run_1/pins.png
Pins as bars across the die edge, other pins in grey.
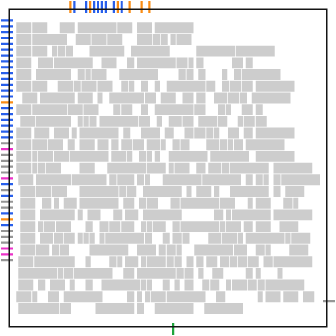
run_1/clock_map.png
Bar = 20 um.
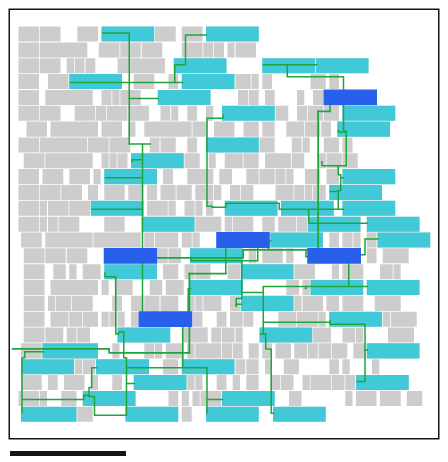
run_1/registers.png
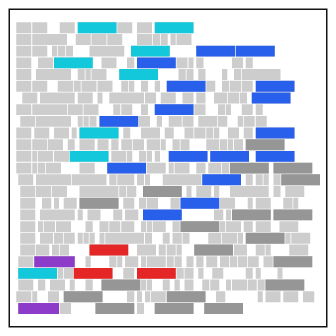
$ cat config.mk
export PLATFORM = sky130hd
export DESIGN_NAME = uart_tx_arbiter
export DESIGN_NICKNAME = d
export VERILOG_FILES = /design/src/rtl/uart_tx_arbiter.sv
export SDC_FILE = /design/constraint.sdc
export NUM_CORES = 1
export LEC_CHECK = 0
export CAP_MARGIN = 10
export CORE_UTILIZATION = 55
export CTS_BUF_LIST = sky130_fd_sc_hd__clkbuf_16
export DETAILED_ROUTE_END_ITERATION = 10
export PLACE_DENSITY_LB_ADDON = 0.3
export SLEW_MARGIN = 20
export SYNTH_ARGS = -nofsm -noshare
export SYNTH_HDL_FRONTEND = slang
export SYNTH_SLANG_ARGS = --single-unit
export TNS_END_PERCENT = 1
$ cat constraint.sdc
create_clock -name clk -period 4.1 [get_ports clk]
set_clock_uncertainty 0.1 [all_clocks]
set_input_delay 0.82 -clock clk [delete_from_list [all_inputs] [get_ports clk]]
set_output_delay 0.82 -clock clk [all_outputs]
set_load 0.005 [all_outputs]
$ cat src/rtl/uart_tx_arbiter.sv
// Round-robin, packet-granular arbiter that feeds one UART transmitter.
// Each packet starts with a channel-ID header byte, and every character is given a fixed frame time.
module uart_tx_arbiter #(
  parameter int                CLOCK        = 50000000,
  parameter int                BAUD         = 9600,
  parameter int                DATA         = 8,
  parameter int                NREQ         = 4,
  parameter int                FRAME_CYCLES = (CLOCK / BAUD) * (DATA + 3),
  parameter int                TIMEOUT      = 65535,
  parameter logic [DATA-1:0]   HDR_BASE     = 8'hF0
) (
  input  logic                     clk,
  input  logic                     rst,
  input  logic [NREQ-1:0]          req,
  input  logic [NREQ*DATA-1:0]     data_in,
  input  logic [NREQ-1:0]          last,
  output logic [NREQ-1:0]          ack,
  output logic [$clog2(NREQ)-1:0]  grant_id,
  output logic                     busy,
  output logic [DATA-1:0]          uart_data,
  output logic                     uart_new_data
);

  localparam int IDW = $clog2(NREQ);
  localparam int FCW = $clog2(FRAME_CYCLES + 1);
  localparam int TOW = $clog2(TIMEOUT + 1);

  localparam logic [2:0] S_ARB  = 3'd0;
  localparam logic [2:0] S_HDR  = 3'd1;
  localparam logic [2:0] S_WAIT = 3'd2;
  localparam logic [2:0] S_NEXT = 3'd3;
  localparam logic [2:0] S_BYTE = 3'd4;

  logic [2:0]      r_state;
  logic [IDW-1:0]  r_owner;
  logic [IDW-1:0]  r_ptr;
  logic [DATA-1:0] r_uart_data;
  logic [FCW-1:0]  r_frame;
  logic [TOW-1:0]  r_idle;
  logic            r_last_sent;

  logic            w_found_hi, w_found_lo, w_found;
  logic [IDW-1:0]  w_hi, w_lo, w_winner;
  logic            w_own_req, w_own_last;
  logic [DATA-1:0] w_own_data;

  // Rotating priority: lowest requester above the pointer wins, otherwise wrap to the lowest overall.
  always_comb begin
    w_found_hi = 1'b0;
    w_found_lo = 1'b0;
    w_hi       = '0;
    w_lo       = '0;
    for (int k = NREQ - 1; k >= 0; k--) begin
      if (req[k]) begin
        if (IDW'(k) > r_ptr) begin
          w_found_hi = 1'b1;
          w_hi       = IDW'(k);
        end else begin
          w_found_lo = 1'b1;
          w_lo       = IDW'(k);
        end
      end
    end
    w_found  = w_found_hi | w_found_lo;
    w_winner = w_found_hi ? w_hi : w_lo;
  end

  always_comb begin
    w_own_req  = 1'b0;
    w_own_last = 1'b0;
    w_own_data = '0;
    for (int k = 0; k < NREQ; k++) begin
      if (r_owner == IDW'(k)) begin
        w_own_req  = req[k];
        w_own_last = last[k];
        w_own_data = data_in[k*DATA +: DATA];
      end
    end
  end

  always_ff @(posedge clk or negedge rst) begin
    if (!rst) begin
      r_state     <= S_ARB;
      r_owner     <= '0;
      r_ptr       <= IDW'(NREQ - 1);
      r_uart_data <= '0;
      r_frame     <= '0;
      r_idle      <= '0;
      r_last_sent <= 1'b0;
    end else begin
      case (r_state)
        S_ARB: begin
          if (w_found) begin
            r_owner     <= w_winner;
            r_ptr       <= w_winner;
            r_uart_data <= HDR_BASE + DATA'(w_winner);
            r_state     <= S_HDR;
          end
        end
        S_HDR: begin
          r_frame     <= '0;
          r_idle      <= '0;
          r_last_sent <= 1'b0;
          r_state     <= S_WAIT;
        end
        S_BYTE: begin
          r_frame <= '0;
          r_state <= S_WAIT;
        end
        // The UART latches data a cycle after new_data, so uart_data must not move here.
        S_WAIT: begin
          r_frame <= r_frame + 1'b1;
          if (r_frame == FCW'(FRAME_CYCLES - 1)) begin
            r_state <= r_last_sent ? S_ARB : S_NEXT;
          end
        end
        S_NEXT: begin
          if (w_own_req) begin
            r_uart_data <= w_own_data;
            r_last_sent <= w_own_last;
            r_idle      <= '0;
            r_state     <= S_BYTE;
          end else if (r_idle == TOW'(TIMEOUT - 1)) begin
            r_state <= S_ARB;
          end else begin
            r_idle <= r_idle + 1'b1;
          end
        end
        default: r_state <= S_ARB;
      endcase
    end
  end

  for (genvar gi = 0; gi < NREQ; gi++) begin : g_ack
    assign ack[gi] = (r_state == S_BYTE) && (r_owner == IDW'(gi));
  end

  assign busy          = (r_state != S_ARB);
  assign uart_new_data = (r_state == S_HDR) || (r_state == S_BYTE);
  assign grant_id      = r_owner;
  assign uart_data     = r_uart_data;

endmodule

==> reports/metrics.cfg, run 1 <==
[run_status]
status=finished, final reports clean

[clocking]
cts.reportedPaths.clkPinSlew_ps=60
cts_root_buf=clkbuf_16
cts_tree=built
post_cts_buffers=0

[pwr]
power_mw=1.86
p_seq_uw=722
pg_comb_uw=749
p_int_mw=1.17

[logic_synthesis]
ys_top_cells_by_area=dfrtp_1, mux4_2, nand2_1
async_reset_ff_share_pct=100
synth_area_per_cell_um2=9.73
syn_nets=334
synth_flops=48
synth_cell_type_count=50
yosys_warnings=0

[setup_path]
required_ps=3180
path_cells=xor2_1 > nand2_1 > inv_1 > clkdlybuf4s50_1
r2r_slack_ps=1480
critPathArrivalTime_ps=2000
r2r-start=r_state[2]$_DFFE_PN0P_
critPathMaxFanout=11
crit_family=buffers and inverters
end_kind=primary output
slowest_delay_ps=510

[global_route]
use_met1_pct=32.8
met2_usage_pct=45.9
grt_max_degree=49
overflow=0

[final_timing]
setup_viol=0
finalWorstSetupSlack_ps=1180
period_used_pct=71.2

[worst_hold_path]
min_to=uart_data[2]$_DFFE_PN0P_

[finish]
area_growth_pct=25.9

[detailed_routing]
drt-met1-wl_mm=2.72
wl_met3_um=337
detailedRoute.firstPassIterationCount=4
met2_length_mm=3.34

[die]
core_um2=4820
die_h_um=73.5
chipArea_um2=5400

[place]
dpl_cell_area_um2=3400
hpwl_mm=4.65

[run]
warnings=27

Back to the opening pictures, pins.png:
- data_in: blue (pins 32; direction input; edge 24 left, 8 top)
- ack: magenta (pins 4; direction output; edge left)
- uart_data: orange (pins 8; direction output; edge 6 top, 2 left)
- uart_new_data: green (pins 1; direction output; edge bottom)

Back to the opening pictures, clock_map.png:
- cells driving clock nets: blue (count 5)
- clock wires: green (length 580 um)
- flip-flops: cyan (count 48)
- routed clock nets: 6
- flops lie: all over the die

Back to the opening pictures, registers.png:
- uart_data: cyan (placed flops 8)
- r_state: red (placed flops 3)
- r_idle: blue (placed flops 16)
- r_ptr: purple (placed flops 2)
- not coloured: 19

[run 1: worst reg2reg max path: stages, from the launching register on]
cell      delay [ps]
dfrtp_1          470
nand3b_1         560
or4_1            760
o311ai_0         410
o41ai_1          170
[run 1: cell type report]
class / count / share of cell area, %
multi-input cells: 212 / 41.9
clock inverters: 3 / 0.353
clock buffers: 5 / 3.53
repair buffers: 59 / 16.5
inverters: 13 / 1.38
flip-flops and latches: 48 / 34.0
well taps: 67 / 2.37
[run 1: cells in the mapped netlist, drive strengths merged (4+ instances only)]
master / instances
nor2: 10
dfrtp: 46
nand4: 8
nand3: 13
o21ai: 21
inv: 13
buf: 7
or3: 4
or4: 11
nor4: 7
o31ai: 10
nand2: 35
clkbuf: 9
nand2b: 5
a21oi: 18
nor3: 9
mux4: 10
mux2i: 11
o21a: 4
[run 1: how the worst max path moves through the flow]
stage / startpoint / endpoint / slack, ps / cells after the start
final: r_state[2]$_DFFE_PN0P_ / uart_new_data / 1180 / 4
after global placement: req[3] / r_idle[14]$_DFFE_PN0P_ / 1310 / 4
after global routing: grant_id[0]$_DFFE_PN0P_ / ack[1] / 990 / 3
after detailed placement: req[3] / r_idle[14]$_DFFE_PN0P_ / 1230 / 4
after CTS: grant_id[0]$_DFFE_PN0P_ / ack[1] / 1180 / 3
after floorplan: req[3] / uart_data[1]$_DFFE_PN0P_ / 1930 / 4
[run 1: cell families after synthesis]
| kind of cell | share of synthesized area [%] |
|---|---|
| XOR/XNOR | 0.312 |
| adder cells (fa/ha/maj) | 1.34 |
| multiplexers | 11.9 |
| buffers and inverters | 4.63 |
| AND-OR/OR-AND | 15.7 |
| flip-flops | 42.8 |
| AND/OR/NAND/NOR | 23.3 |
==> run 2: changes to the inputs <==
- CORE_UTILIZATION: 55 -> 46
- clock period: 4.1 -> 2.42 ns (I/O delays scaled with it)
==> reports/metrics.cfg, run 2 <==
[pwr]
leakagePower_nw=1.50
p_int_mw=2.08
p_seq_mw=1.17
pg_comb_mw=1.45
p_per_area_nw_per_um2=892
maxPowerGroup=combinational logic

[place]
dpl_cell_area_um2=3540
hpwl_mm=4.76
portBuffers=57

[finish]
comb_share_pct=40.4
bufAreaShareNonClock_pct=19.2
n_fill_cell=499
area_growth_pct=30.8
seq_share_pct=32.8
drive_gt1_share_pct=13.5
largestClassByArea=logic gates
logic_gate_count=212
clk_share_pct=3.81
signal_buffers=74
n_all_inverters=13

[setup_path]
required_ps=1840
path_cells=or3_1 > clkdlybuf4s50_1
critPathMaxFanout=8
end_kind=primary output
slowest_delay_ps=500
critPathArrivalTime_ps=1690
crit_slowest_cell=clkdlybuf4s50_1

[clocking]
cts_tree=built
cts.reportedPaths.clkPinSlew_ps=60
cts_root_buf=clkbuf_16

[logic_synthesis]
synth_flops=48
synth.logic.top_family=simple AND/OR/NAND/NOR gates
synth_area_per_cell_um2=9.73
async_reset_ff_share_pct=100
synth_stat.cells=289
syn_nets=334
synth.cellmix.simpleShare_pct=23.3
yosys_warnings=0
ys_top_cells_by_area=dfrtp_1, mux4_2, nand2_1
yosys.area.top_type_share_pct=40.9
top_cell=dfrtp_1
fa_ha_area_share_pct=1.34
common_cells=dfrtp_1, nand2_1, o21ai_0, a21oi_1
synth_cell_type_count=50
mux_area_share_pct=11.9
synthXorXnorAreaFrac_pct=0.312
yosys.area_share.aoi_pct=15.7

[final_timing]
hold_viol=0
setup_viol=0
period_used_pct=94.0
slew_headroom_pct=65.2
tightest_slew_ps=520
tns_ps=0
final.min_clock_period_ps=2280

[global_route]
antenna_found_initial=0
grt_busiest_layer=met2
use_met1_pct=28.0
grt_max_degree=49
overflow=0
met2_usage_pct=38.3

[die]
die_h_um=80.2
n_tap_cell=75
placementRows=28
chipArea_um2=6430
core_um2=5920

[run]
warnings=27

[run_status]
status=finished, final reports clean

[detailed_routing]
detailedRoute.firstPassIterationCount=4
drtIter0Drc=143

==> run 2: timing repair <==
item / in CTS / in global routing
buffers inserted: 0 / 0
setup endpoints to repair: 0 / 1
gates resized: 0 / 1
hold endpoints to repair: 0 / 0
==> run 2: through the flow <==
stage / hold WS, ps / setup slack, ps / power (mW) / cells
2_1_floorplan: 88.4 / 323 / 2.08 / 289
3_3_place_gp: 362 / 123 / 2.58 / 422
3_5_place_dp: 372 / 33.5 / 2.62 / 422
4_1_cts: 87.1 / 146 / 3.30 / 430
5_1_grt: 104 / 25.5 / 3.51 / 430
6_report: 64.7 / 145 / 3.28 / 430
==> run 2: layer usage <==
metal | share of wire [%] | wire (um)
met1 | 45 | 2920
met2 | 50 | 3200
met3 | 4.3 | 278
met4 | 0.81 | 52
met5 | 0 | 0
==> run 2: worst max-delay path: cells and delay by family (launching register included) <==
kind / cells / cell delay (ps)
buf+inv: 1 / 500
flops: 1 / 460
simple gates: 1 / 450
==> run 2: worst paths after layout <==
| kind | startpoint | slack [ps] | cells past startpoint | to |
|---|---|---|---|---|
| hold reg to reg | uart_data[2]$_DFFE_PN0P_ | 380 | 2 | uart_data[2]$_DFFE_PN0P_ |
| setup / recovery | r_state[0]$_DFFE_PN0P_ | 140 | 2 | busy |
| setup reg to reg | r_idle[0]$_DFFE_PN0P_ | 310 | 6 | r_state[1]$_DFFE_PN0P_ |
| min in group clk | uart_data[2]$_DFFE_PN0P_ | 380 | 2 | uart_data[2]$_DFFE_PN0P_ |
| max in group asynchronous | rst | 1860 | 2 | r_ptr[1]$_DFFE_PN1P_ |
| hold / removal | rst | 60 | 2 | r_idle[7]$_DFFE_PN0P_ |
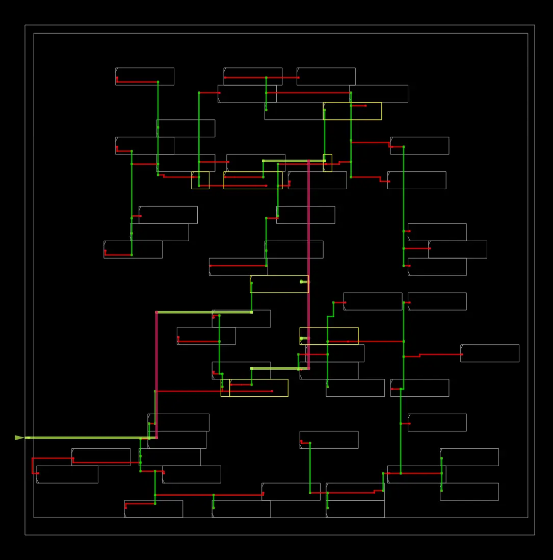
run_2/final_clocks.png
flip-flops: 48
clk_buf instances: 5
Num CTS Buffers: 5
clk pwr: 666 uW

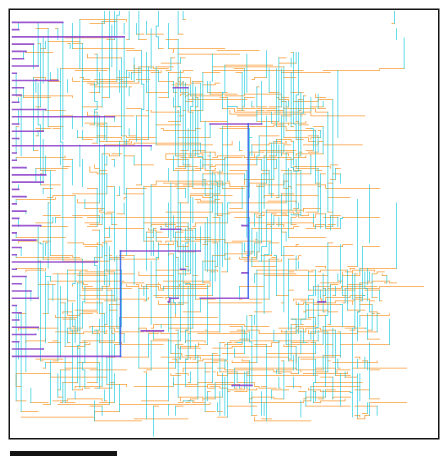
run_2/metal_stack.png
Bar = 20 um.
- met4: blue (wire length 52.4 um)
- met3: purple (wire length 279 um)
- met2: cyan (wire length 3200 um)
- met1: orange (wire length 2920 um)

Power is estimated from default activity; no workload was simulated.
